## src/rtl/biquad8_coeff_loader.sv

```systemverilog
// biquad8_coeff_loader
// Register-bus front end for the biquad8_incremental coefficient chain.
// A shadow bank is written over the bus. On commit, the shadow bank is
// snapshotted into a working bank. The working bank is then shifted serially
// into the cascade B1 chain, last coefficient first, and a single update
// strobe makes every DSP swap to the new coefficients together.
module biquad8_coeff_loader #(
    parameter int NCOEFF  = 2,
    parameter int ADRBITS = 4
) (
    input  logic               clk,
    input  logic               rst,
    input  logic               en_i,
    input  logic               wr_i,
    input  logic [ADRBITS-1:0] adr_i,
    input  logic [17:0]        dat_i,
    output logic [17:0]        dat_o,
    output logic               ack_o,
    output logic [17:0]        coeff_dat_o,
    output logic               coeff_wr_o,
    output logic               coeff_update_o,
    output logic               busy_o
);

    localparam int IW = (NCOEFF > 1) ? $clog2(NCOEFF) : 1;

    localparam logic [1:0] ST_IDLE  = 2'd0;
    localparam logic [1:0] ST_LOAD  = 2'd1;
    localparam logic [1:0] ST_DRAIN = 2'd2;
    localparam logic [1:0] ST_UPD   = 2'd3;

    logic [1:0]    state_reg, state_next;
    logic [IW-1:0] idx_reg, idx_next;
    logic          pending_reg, pending_next;
    logic [17:0]   shadow_reg  [NCOEFF];
    logic [17:0]   working_reg [NCOEFF];
    logic [17:0]   dat_reg;
    logic          ack_reg;
    logic [17:0]   coeff_dat_reg;

    logic              ctl_hit;
    logic              bus_wr;
    logic              commit;
    logic              start;
    logic [NCOEFF-1:0] shadow_we;
    logic [17:0]       rd_val;
    logic [17:0]       load_val;

    assign bus_wr  = en_i & wr_i;
    assign ctl_hit = (adr_i == ADRBITS'(NCOEFF));
    assign commit  = bus_wr & ctl_hit & dat_i[0];

    // Per-register write-enable decode for the shadow bank.
    genvar gi;
    generate
        for (gi = 0; gi < NCOEFF; gi++) begin : g_we
            assign shadow_we[gi] = bus_wr && (adr_i == ADRBITS'(gi));
        end
    endgenerate

    // Next-state logic: a snapshot starts a load from IDLE; commits arriving while busy queue one load.
    always_comb begin
        state_next   = state_reg;
        idx_next     = idx_reg;
        pending_next = pending_reg;
        start        = 1'b0;
        case (state_reg)
            ST_IDLE: begin
                if (commit || pending_reg) begin
                    start        = 1'b1;
                    pending_next = 1'b0;
                    idx_next     = IW'(NCOEFF - 1);
                    state_next   = ST_LOAD;
                end
            end
            ST_LOAD: begin
                if (idx_reg == '0) begin
                    state_next = ST_DRAIN;
                end else begin
                    idx_next = idx_reg - IW'(1);
                end
            end
            ST_DRAIN: state_next = ST_UPD;
            default:  state_next = ST_IDLE;
        endcase
        if (commit && (state_reg != ST_IDLE)) begin
            pending_next = 1'b1;
        end
    end

    // Bus read mux: shadow registers, status word, zero elsewhere.
    always_comb begin
        rd_val = '0;
        if (ctl_hit) begin
            rd_val = {16'd0, pending_reg, busy_o};
        end
        for (int i = 0; i < NCOEFF; i++) begin
            if (adr_i == ADRBITS'(i)) begin
                rd_val = shadow_reg[i];
            end
        end
    end

    // Select the working coefficient for the current shift step.
    always_comb begin
        load_val = '0;
        for (int i = 0; i < NCOEFF; i++) begin
            if (idx_reg == IW'(i)) begin
                load_val = working_reg[i];
            end
        end
    end

    // FSM, step counter and pending flag.
    always_ff @(posedge clk) begin
        if (rst) begin
            state_reg   <= ST_IDLE;
            idx_reg     <= '0;
            pending_reg <= 1'b0;
        end else begin
            state_reg   <= state_next;
            idx_reg     <= idx_next;
            pending_reg <= pending_next;
        end
    end

    // Shadow bank takes bus writes at any time; working bank is loaded only on a snapshot.
    always_ff @(posedge clk) begin
        if (rst) begin
            for (int i = 0; i < NCOEFF; i++) begin
                shadow_reg[i]  <= '0;
                working_reg[i] <= '0;
            end
        end else begin
            for (int i = 0; i < NCOEFF; i++) begin
                if (shadow_we[i]) begin
                    shadow_reg[i] <= dat_i;
                end
                if (start) begin
                    working_reg[i] <= shadow_reg[i];
                end
            end
        end
    end

    // Bus acknowledge and read data, one cycle after the strobe.
    always_ff @(posedge clk) begin
        if (rst) begin
            ack_reg <= 1'b0;
            dat_reg <= '0;
        end else begin
            ack_reg <= en_i;
            dat_reg <= (en_i && !wr_i) ? rd_val : 18'd0;
        end
    end

    // Coefficient data trails the shift strobe by one cycle, matching the cascade's registered strobe.
    always_ff @(posedge clk) begin
        if (rst) begin
            coeff_dat_reg <= '0;
        end else if (state_reg == ST_LOAD) begin
            coeff_dat_reg <= load_val;
        end
    end

    assign dat_o          = dat_reg;
    assign ack_o          = ack_reg;
    assign coeff_dat_o    = coeff_dat_reg;
    assign coeff_wr_o     = (state_reg == ST_LOAD);
    assign coeff_update_o = (state_reg == ST_UPD);
    assign busy_o         = (state_reg != ST_IDLE);

endmodule

```

## config.mk

```make
export PLATFORM = sky130hd
export DESIGN_NAME = biquad8_coeff_loader
export DESIGN_NICKNAME = d
export VERILOG_FILES = /design/src/rtl/biquad8_coeff_loader.sv
export SDC_FILE = /design/constraint.sdc
export NUM_CORES = 1
export LEC_CHECK = 0
export CAP_MARGIN = 15
export CORE_MARGIN = 5
export CORE_UTILIZATION = 55
export DETAILED_ROUTE_END_ITERATION = 10
export GPL_TIMING_DRIVEN = 0
export PLACE_DENSITY = 0.92
export SLEW_MARGIN = 20
export SYNTH_ARGS = -nofsm -noshare
export SYNTH_HDL_FRONTEND = slang
export SYNTH_SLANG_ARGS = --single-unit
```

## constraint.sdc

```tcl
create_clock -name clk -period 9.93 [get_ports clk]
set_input_delay 2.4825 -clock clk [delete_from_list [all_inputs] [get_ports clk]]
set_output_delay 2.4825 -clock clk [all_outputs]
set_load 0.02 [all_outputs]
```

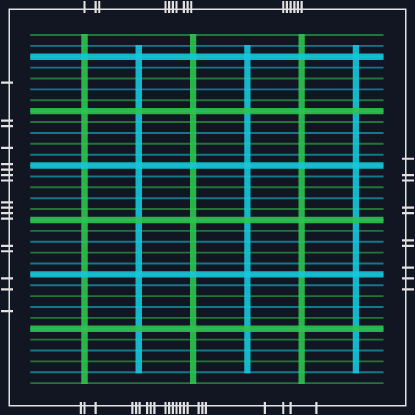
(images/power_grid.png)
Scale: 4 px per um. Pins as bars on the die edge.
[VDD] cyan
[VSS] green
signal pins: 66
met1 rails: 33
met4 straps: 6
rows: 32
met5 straps: 6

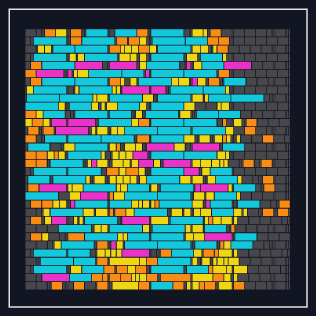
(images/placement_by_type.png)
Scale: 3 px per um. Fill, decap, tap and diode cells in gray.
[clock drivers and dummy loads] magenta | cells: 32 | share of their area: 9.9%
[other buffers and delay cells] orange | cells: 83 | share of their area: 14%
[combinational and other logic] yellow | cells: 181 | share of their area: 23%
[flops] cyan | cells: 113 | share of their area: 53%
register share of the cell area: 0.523
Final Util: 0.743
Core Box Area: 7690 um2

==> out/metrics.yaml <==
outcome:
  status: "complete, no violations"
setup_path:
  r2r-start: "state_reg[1]"
  worst-setup-path-type: "register to output port"
  regToRegEndpoint: "coeff_dat_o[10]"
  required_ps: 7450
  max_stage_delay_ps: 670
  critPathArrivalTime_ps: 2200
  crit_cells: 4
  critPathSlowestCell: "clkdlybuf4s50_1"
  crit_family: "buffers and inverters"
  critPathCaptureType: "output port"
  critPathLaunch: "state_reg[0]"
  worst-path-buf-inv: 3
  path_common_cell: "inv_1"
  start_kind: "register"
  regToRegSetupSlack_ps: 7940
  worst-path-max-fanout: 5
  crit_chain: "inv_1 > ha_1 > inv_1 > clkdlybuf4s50_1"
power:
  peakVddDrop_v: 0.000202
  p_leak_nw: 2.07
placement:
  dp.final_hpwl_um: 6530
  post-place-ws_ps: 5280
layout:
  final_common_cell: "edfxtp_1"
  fin_nets: 426
  antenna_cells: 0
  design_area_um2: 5710
  nFillCells: 422
  post_layout_nonfiller_instances: 511
  comb_cells: 178
  n_clock_buffer: 25
  nonClkBufAreaFrac: 0.135
  largest_class: "sequential cells"
  flops: 113
  drive_above_1_share: 0.0978
logic_synthesis:
  yosys.stat.seqShare: 0.689
  ys_cells: 311
  ys_types: 30
  yosys_warnings: 0
  yosys.area.top_type: "edfxtp_1"
  ys_ff: 113
  yosys_area_um2: 4330
  ff_type: "edfxtp_1"
  synth_cells: 311
  edf_count: 72
  syn_area_um2: 4330
  async_reset_ff_frac: 0
final_timing:
  final.min_clock_period_ps: 4680
  tns_ps: 0
  setup_viol: 0
  tightest_slew_ps: 811
  setup_slack_ps: 5250
  slew_viol_final: 0
  slew_headroom: 0.459
  finClkSkew_ps: 13.6
  rsz0062_at_grt: "no"
  hold-worst-slack_ps: 484
  fmax_ghz: 0.213
clocking:
  clockBufferDepth: 2
  postCtsResizedCells: 0
  worstSkewPairLatency_ps: 520
  clk_pin_slew_ps: 50
  postCtsSetupRepairBufs: 0
  numCtsBuffers: 17
die:
  fp_util: 0.563
  rows: 32
  n_tap_cell: 102
  die_x_um: 98.7
  chipArea_um2: 9750
  die_h_um: 98.7
hold_path:
  min_to: "coeff_dat_o[12]"
  hold_class: "register to register"
  hold_path_depth: 2
  hold_start: "coeff_dat_o[12]"
global_routing:
  grt_pass1_wl_um: 15600
  grt_max_degree: 22
  grt_pass1_vias: 3021
  grt_antenna_before_repair: 0
  grt.overflow.total: 0
  gr-usage-all-layers: 0.212
routing:
  postRouteAntennaNets: 0
  routedWlPerCell_um: 19.2
  first_iter_violations: 205
  drcViolationCount: 0
  drt-total-wl_um: 9810
job:
  warnings: 29
[metal layers]
layer	vias to the layer above	wire length, um	track usage
li1	1286	-	-
met1	1383	3990	0.246
met2	111	5140	0.362
met3	20	472	0.0679
met4	0	200	0.0914
met5	-	0	0
[where the power goes]
part,internal [W],leakage (nW),switching [W],total [W]
Clock,0.000361,0.277,0.000194,0.000555
Combinational,0.0000922,0.744,0.000119,0.000211
Sequential,0.000539,1.05,0.0000227,0.000562
[logic make-up after synthesis]
group,synth area share
buf+inv,0.0231
simple gates,0.139
flops,0.689
fa+ha+maj,0.0116
compound gates,0.0546
mux,0.0832
Power figures rest on the tool's default switching activity, not on a simulated workload.
